==> src/rtl/lvds_tx_framer_pkg.sv <==
`default_nettype none
// ============================================================================
// Package     : lvds_pkg
// Description : Shared LVDS link states and default per-lane framing words.
// Revision    : 1.0
// ============================================================================
package lvds_pkg;

  typedef enum logic [2:0] {
    S_RST   = 3'd0,
    S_IDLE  = 3'd1,
    S_TRAIN = 3'd2,
    S_SYNC  = 3'd3,
    S_DATA  = 3'd4
  } state_t;

  typedef enum logic [1:0] {
    W_IDLE  = 2'd0,
    W_TRAIN = 2'd1,
    W_SYNC  = 2'd2,
    W_DATA  = 2'd3
  } word_sel_t;

  localparam int         c_SERI_FACTOR_DEFAULT = 10;
  localparam logic [9:0] c_TRAIN_PATTERN       = 10'b1110010100;
  localparam logic [9:0] c_SYNC_WORD           = 10'b0011111100;
  localparam logic [9:0] c_IDLE_WORD           = 10'b0000011111;

endpackage
`default_nettype wire

==> src/rtl/lvds_tx_framer_if.sv <==
`default_nettype none
// ============================================================================
// Interface   : lvds_tx_framer_if
// Description : User word stream (valid/ready) into the LVDS TX framer.
// Revision    : 1.0
// ============================================================================
interface lvds_tx_framer_if #(
  parameter int LANES       = 4,
  parameter int SERI_FACTOR = 10
);

  logic [LANES*SERI_FACTOR-1:0] s_data;
  logic                         s_valid;
  logic                         s_ready;

  modport master (
    output s_data,
    output s_valid,
    input  s_ready
  );

  modport slave (
    input  s_data,
    input  s_valid,
    output s_ready
  );

endinterface
`default_nettype wire

==> src/rtl/lvds_tx_framer_lane_mux.sv <==
`default_nettype none
// ============================================================================
// Module      : lvds_tx_lane_mux
// Description : Registers one lane's OSERDES word from a framer word select.
// Revision    : 1.0
// ============================================================================
module lvds_tx_lane_mux
  import lvds_pkg::*;
#(
  parameter int                     SERI_FACTOR   = c_SERI_FACTOR_DEFAULT,
  parameter logic [SERI_FACTOR-1:0] TRAIN_PATTERN = SERI_FACTOR'(c_TRAIN_PATTERN),
  parameter logic [SERI_FACTOR-1:0] SYNC_WORD     = SERI_FACTOR'(c_SYNC_WORD),
  parameter logic [SERI_FACTOR-1:0] IDLE_WORD     = SERI_FACTOR'(c_IDLE_WORD)
) (
  input  wire logic                   clk,
  input  wire logic                   rst_n,
  input  wire word_sel_t              sel,
  input  wire logic [SERI_FACTOR-1:0] data_in,
  output logic      [SERI_FACTOR-1:0] word_out
);

  logic [SERI_FACTOR-1:0] r_word;

  always_ff @(posedge clk or negedge rst_n) begin
    if (!rst_n) begin
      r_word <= IDLE_WORD;
    end else begin
      case (sel)
        W_TRAIN: r_word <= TRAIN_PATTERN;
        W_SYNC:  r_word <= SYNC_WORD;
        W_DATA:  r_word <= data_in;
        default: r_word <= IDLE_WORD;
      endcase
    end
  end

  assign word_out = r_word;

endmodule
`default_nettype wire

==> src/rtl/lvds_tx_framer.sv <==
`default_nettype none
// ============================================================================
// Module      : lvds_tx_framer
// Description : LVDS TX word framer: OSERDES reset sequencing, idle/training/
//               sync framing and valid/ready user word streaming.
// Revision    : 1.0
// ============================================================================
module lvds_tx_framer
  import lvds_pkg::*;
#(
  parameter int                     SERI_FACTOR   = c_SERI_FACTOR_DEFAULT,
  parameter int                     LANES         = 4,
  parameter int                     TRAIN_WORDS   = 256,
  parameter int                     RST_CYCLES    = 8,
  parameter logic [SERI_FACTOR-1:0] TRAIN_PATTERN = SERI_FACTOR'(c_TRAIN_PATTERN),
  parameter logic [SERI_FACTOR-1:0] SYNC_WORD     = SERI_FACTOR'(c_SYNC_WORD),
  parameter logic [SERI_FACTOR-1:0] IDLE_WORD     = SERI_FACTOR'(c_IDLE_WORD)
) (
  input  wire logic                         tx_clkdiv,
  input  wire logic                         reset_n,
  input  wire logic                         mmcm_locked,
  input  wire logic                         tx_en,
  input  wire logic                         retrain,
  lvds_tx_framer_if.slave                   s_if,
  output logic [LANES*SERI_FACTOR-1:0]      tx_data_out,
  output logic [SERI_FACTOR-1:0]            tx_clk_pattern,
  output logic                              oserdes_rst,
  output logic                              link_trained
);

  localparam int c_RST_CW   = $clog2(RST_CYCLES + 1);
  localparam int c_TRAIN_CW = $clog2(TRAIN_WORDS + 1);
  localparam logic [c_RST_CW-1:0]   c_RST_LAST   = c_RST_CW'(RST_CYCLES - 1);
  localparam logic [c_TRAIN_CW-1:0] c_TRAIN_LAST = c_TRAIN_CW'(TRAIN_WORDS - 1);

  state_t                r_state;
  state_t                w_next_state;
  logic [c_RST_CW-1:0]   r_rst_cnt;
  logic [c_RST_CW-1:0]   w_rst_cnt_nxt;
  logic [c_TRAIN_CW-1:0] r_train_cnt;
  logic [c_TRAIN_CW-1:0] w_train_cnt_nxt;
  logic                  r_oserdes_rst;
  logic                  r_link_trained;
  logic                  w_ready;
  logic                  w_accept;
  word_sel_t             w_sel;

  assign w_ready     = (r_state == S_DATA) & tx_en & mmcm_locked & ~retrain;
  assign w_accept    = w_ready & s_if.s_valid;
  assign s_if.s_ready = w_ready;

  always_ff @(posedge tx_clkdiv or negedge reset_n) begin
    if (!reset_n) begin
      r_state        <= S_RST;
      r_rst_cnt      <= '0;
      r_train_cnt    <= '0;
      r_oserdes_rst  <= 1'b1;
      r_link_trained <= 1'b0;
    end else begin
      r_state        <= w_next_state;
      r_rst_cnt      <= w_rst_cnt_nxt;
      r_train_cnt    <= w_train_cnt_nxt;
      r_oserdes_rst  <= (w_next_state == S_RST);
      r_link_trained <= (w_next_state == S_DATA);
    end
  end

  // Counters default to zero so every state entry starts from a clean count.
  always_comb begin
    w_next_state    = r_state;
    w_rst_cnt_nxt   = '0;
    w_train_cnt_nxt = '0;
    if (!mmcm_locked) begin
      w_next_state = S_RST;
    end else begin
      case (r_state)
        S_RST: begin
          if (r_rst_cnt == c_RST_LAST) begin
            w_next_state = S_IDLE;
          end else begin
            w_rst_cnt_nxt = r_rst_cnt + c_RST_CW'(1);
          end
        end
        S_IDLE: begin
          if (tx_en) begin
            w_next_state = S_TRAIN;
          end
        end
        S_TRAIN: begin
          if (!tx_en) begin
            w_next_state = S_IDLE;
          end else if (r_train_cnt == c_TRAIN_LAST) begin
            w_next_state = S_SYNC;
          end else begin
            w_train_cnt_nxt = r_train_cnt + c_TRAIN_CW'(1);
          end
        end
        S_SYNC: begin
          w_next_state = tx_en ? S_DATA : S_IDLE;
        end
        S_DATA: begin
          if (!tx_en) begin
            w_next_state = S_IDLE;
          end else if (retrain) begin
            w_next_state = S_TRAIN;
          end
        end
        default: w_next_state = S_RST;
      endcase
    end
  end

  // The lane registers load the word belonging to the state being entered.
  always_comb begin
    w_sel = W_IDLE;
    case (w_next_state)
      S_TRAIN: w_sel = W_TRAIN;
      S_SYNC:  w_sel = W_SYNC;
      S_DATA:  w_sel = w_accept ? W_DATA : W_IDLE;
      default: w_sel = W_IDLE;
    endcase
  end

  generate
    for (genvar k = 0; k < LANES; k++) begin : g_lane
      lvds_tx_lane_mux #(
        .SERI_FACTOR   (SERI_FACTOR),
        .TRAIN_PATTERN (TRAIN_PATTERN),
        .SYNC_WORD     (SYNC_WORD),
        .IDLE_WORD     (IDLE_WORD)
      ) u_lane_mux (
        .clk      (tx_clkdiv),
        .rst_n    (reset_n),
        .sel      (w_sel),
        .data_in  (s_if.s_data[k*SERI_FACTOR +: SERI_FACTOR]),
        .word_out (tx_data_out[k*SERI_FACTOR +: SERI_FACTOR])
      );
    end
  endgenerate

  assign tx_clk_pattern = {{(SERI_FACTOR/2){1'b1}}, {(SERI_FACTOR/2){1'b0}}};
  assign oserdes_rst    = r_oserdes_rst;
  assign link_trained   = r_link_trained;

endmodule
`default_nettype wire

==> src/flat_wrapper.sv <==
// flat-port wrapper written by rule: the top's interface ports become plain ports
module lvds_tx_framer_flat import lvds_pkg::*;
#(
  parameter int                     SERI_FACTOR   = c_SERI_FACTOR_DEFAULT,
  parameter int                     LANES         = 4,
  parameter int                     TRAIN_WORDS   = 256,
  parameter int                     RST_CYCLES    = 8,
  parameter logic [SERI_FACTOR-1:0] TRAIN_PATTERN = SERI_FACTOR'(c_TRAIN_PATTERN),
  parameter logic [SERI_FACTOR-1:0] SYNC_WORD     = SERI_FACTOR'(c_SYNC_WORD),
  parameter logic [SERI_FACTOR-1:0] IDLE_WORD     = SERI_FACTOR'(c_IDLE_WORD)
)
  (tx_clkdiv, reset_n, mmcm_locked, tx_en, retrain, tx_data_out, tx_clk_pattern, oserdes_rst, link_trained, s_if_s_data, s_if_s_valid, s_if_s_ready);
  lvds_tx_framer_if #(.LANES(LANES), .SERI_FACTOR(SERI_FACTOR)) s_if_i ();
  input  wire logic tx_clkdiv;
  input  wire logic reset_n;
  input  wire logic mmcm_locked;
  input  wire logic tx_en;
  input  wire logic retrain;
  output logic [LANES*SERI_FACTOR-1:0] tx_data_out;
  output logic [SERI_FACTOR-1:0] tx_clk_pattern;
  output logic oserdes_rst;
  output logic link_trained;
  input wire logic [$bits(s_if_i.s_data)-1:0] s_if_s_data;
  input wire logic [$bits(s_if_i.s_valid)-1:0] s_if_s_valid;
  output wire logic [$bits(s_if_i.s_ready)-1:0] s_if_s_ready;
  assign s_if_i.s_data = s_if_s_data;
  assign s_if_i.s_valid = s_if_s_valid;
  assign s_if_s_ready = s_if_i.s_ready;
  lvds_tx_framer #(.SERI_FACTOR(SERI_FACTOR), .LANES(LANES), .TRAIN_WORDS(TRAIN_WORDS), .RST_CYCLES(RST_CYCLES), .TRAIN_PATTERN(TRAIN_PATTERN), .SYNC_WORD(SYNC_WORD), .IDLE_WORD(IDLE_WORD)) u_core (.tx_clkdiv(tx_clkdiv), .reset_n(reset_n), .mmcm_locked(mmcm_locked), .tx_en(tx_en), .retrain(retrain), .s_if(s_if_i), .tx_data_out(tx_data_out), .tx_clk_pattern(tx_clk_pattern), .oserdes_rst(oserdes_rst), .link_trained(link_trained));
endmodule
==> config.mk <==
export PLATFORM = sky130hd
export DESIGN_NAME = lvds_tx_framer_flat
export DESIGN_NICKNAME = d
export VERILOG_FILES = /design/src/rtl/lvds_tx_framer_pkg.sv /design/src/rtl/lvds_tx_framer_if.sv /design/src/rtl/lvds_tx_framer_lane_mux.sv /design/src/rtl/lvds_tx_framer.sv /design/src/flat_wrapper.sv
export SDC_FILE = /design/constraint.sdc
export NUM_CORES = 1
export LEC_CHECK = 0
export CAP_MARGIN = 20
export CORE_MARGIN = 2
export CORE_UTILIZATION = 44
export CTS_BUF_LIST = sky130_fd_sc_hd__clkbuf_4 sky130_fd_sc_hd__clkbuf_8
export CTS_CLUSTER_DIAMETER = 150
export CTS_CLUSTER_SIZE = 10
export DETAILED_ROUTE_END_ITERATION = 16
export PLACE_DENSITY_LB_ADDON = 0.25
export SYNTH_ARGS = -nofsm -noshare
export SYNTH_HDL_FRONTEND = slang
export SYNTH_SLANG_ARGS = --single-unit
==> constraint.sdc <==
create_clock -name tx_clkdiv -period 2.45 [get_ports tx_clkdiv]
set_clock_uncertainty 0.1 [all_clocks]
set_input_delay 0.3675 -clock tx_clkdiv [delete_from_list [all_inputs] [get_ports tx_clkdiv]]
set_output_delay 0.3675 -clock tx_clkdiv [all_outputs]
set_load 0.005 [all_outputs]
==> impl_metrics.toml <==
# yosys + openroad results
[critical_path]
worst-path-buf-inv = 2
cp.depth = 4

[global_route]
top_usage_layer = "met2"
overflow = 0
antenna_found_initial = 0

[yosys]
adder_share = 0.0105
most_common_cell = "dfrtp_1"
yosysSeqAreaShare = 0.621
synthMuxAreaShare = 0
synth_async_sr_flop_share = 1.00
synth_top_cell_by_area = "dfrtp_1"
compound_area_frac = 0.106
syn_inst = 194
synth_warnings = 0

[power]
leakage_nw = 1.63
p_sw_uw = 393
finalPower_mw = 2.05
comb_power_share = 0.059

[clocking]
cts_buffers = 9
post_cts_resized = 0
cts_root_buf = "clkbuf_8"
cts_tree = "built"

[sta]
period_used_share = 0.955
tightest_slew_ns = 0.662
rsz0062_at_grt = "no"

[floorplanning]
initial_core_util = 0.460

[layout]
seq_area_um2 = 1480
lay_top_count = "clkdlybuf4s50_1"
fillCellCount = 379
synthToLayoutAreaGrowth_pct = 47.7
largestClassByArea = "flip-flops and latches"
signal_buffers = 92

[min_path]
hold_depth = 1

[run_status]
status = "completed"

[detailed_routing]
dr.max_layer_used = "met4"
==> through the flow <==
step / std cells / hold WS, ns / cell area [um2] / setup WS [ns]
5_1_grt: 362 / 0.416 / 3510 / 0.0395
4_1_cts: 362 / 0.405 / 3510 / 0.0345
3_5_place_dp: 346 / 0.333 / 3280 / 0.0916
2_1_floorplan: 202 / -0.0281 / 2410 / 0.731
3_3_place_gp: 346 / 0.328 / 3280 / 0.156
6_report: 362 / 0.410 / 3510 / 0.109
==> state kept, by name, indices dropped and copies added (netlist names) <==
register,cells
u_core.r_state,3
u_core.oserdes_rst,1
u_core.r_train_cnt,9
u_core.g_lane.u_lane_mux.word_out,40
u_core.link_trained,1
u_core.r_rst_cnt,4
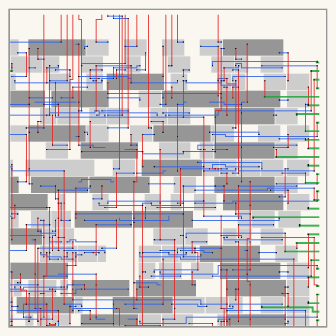
(a small window of the routed layout)
Window x 28 to 78, y 28 to 78 um. Cells in gray, sequential cells in the stronger gray; small squares are vias.
M1: in blue. M2: in red. M3: in green.
Most frequent: clkdlybuf4s50_1 (48), dfrtp_1 (16), dfstp_2 (15). Netlist names of flops here include u_core.g_lane.u_lane_mux.word_out (24), u_core.r_train_cnt (7). 126 logic cells have their middle in the window. Sequential cells in the window: 31.

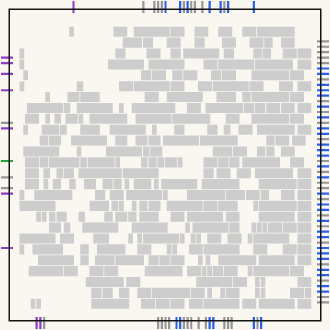
(ports around the boundary)
Drawn at 4 px/um. Pins as bars across the die edge, other pins in gray.
link_trained: in green, pins 1, direction output, edge left. tx_data_out: in blue, pins 40, direction output, edge 27 right, 7 top, 6 bottom. tx_clk_pattern: in purple, pins 10, direction output, edge 7 left, 2 bottom, 1 top.
All pins by edge: 49 right, 22 bottom, 17 top, 11 left.
DIE WIDTH: 77.5 um
Die Y: 77.5 um
IO Port Bufs: 88

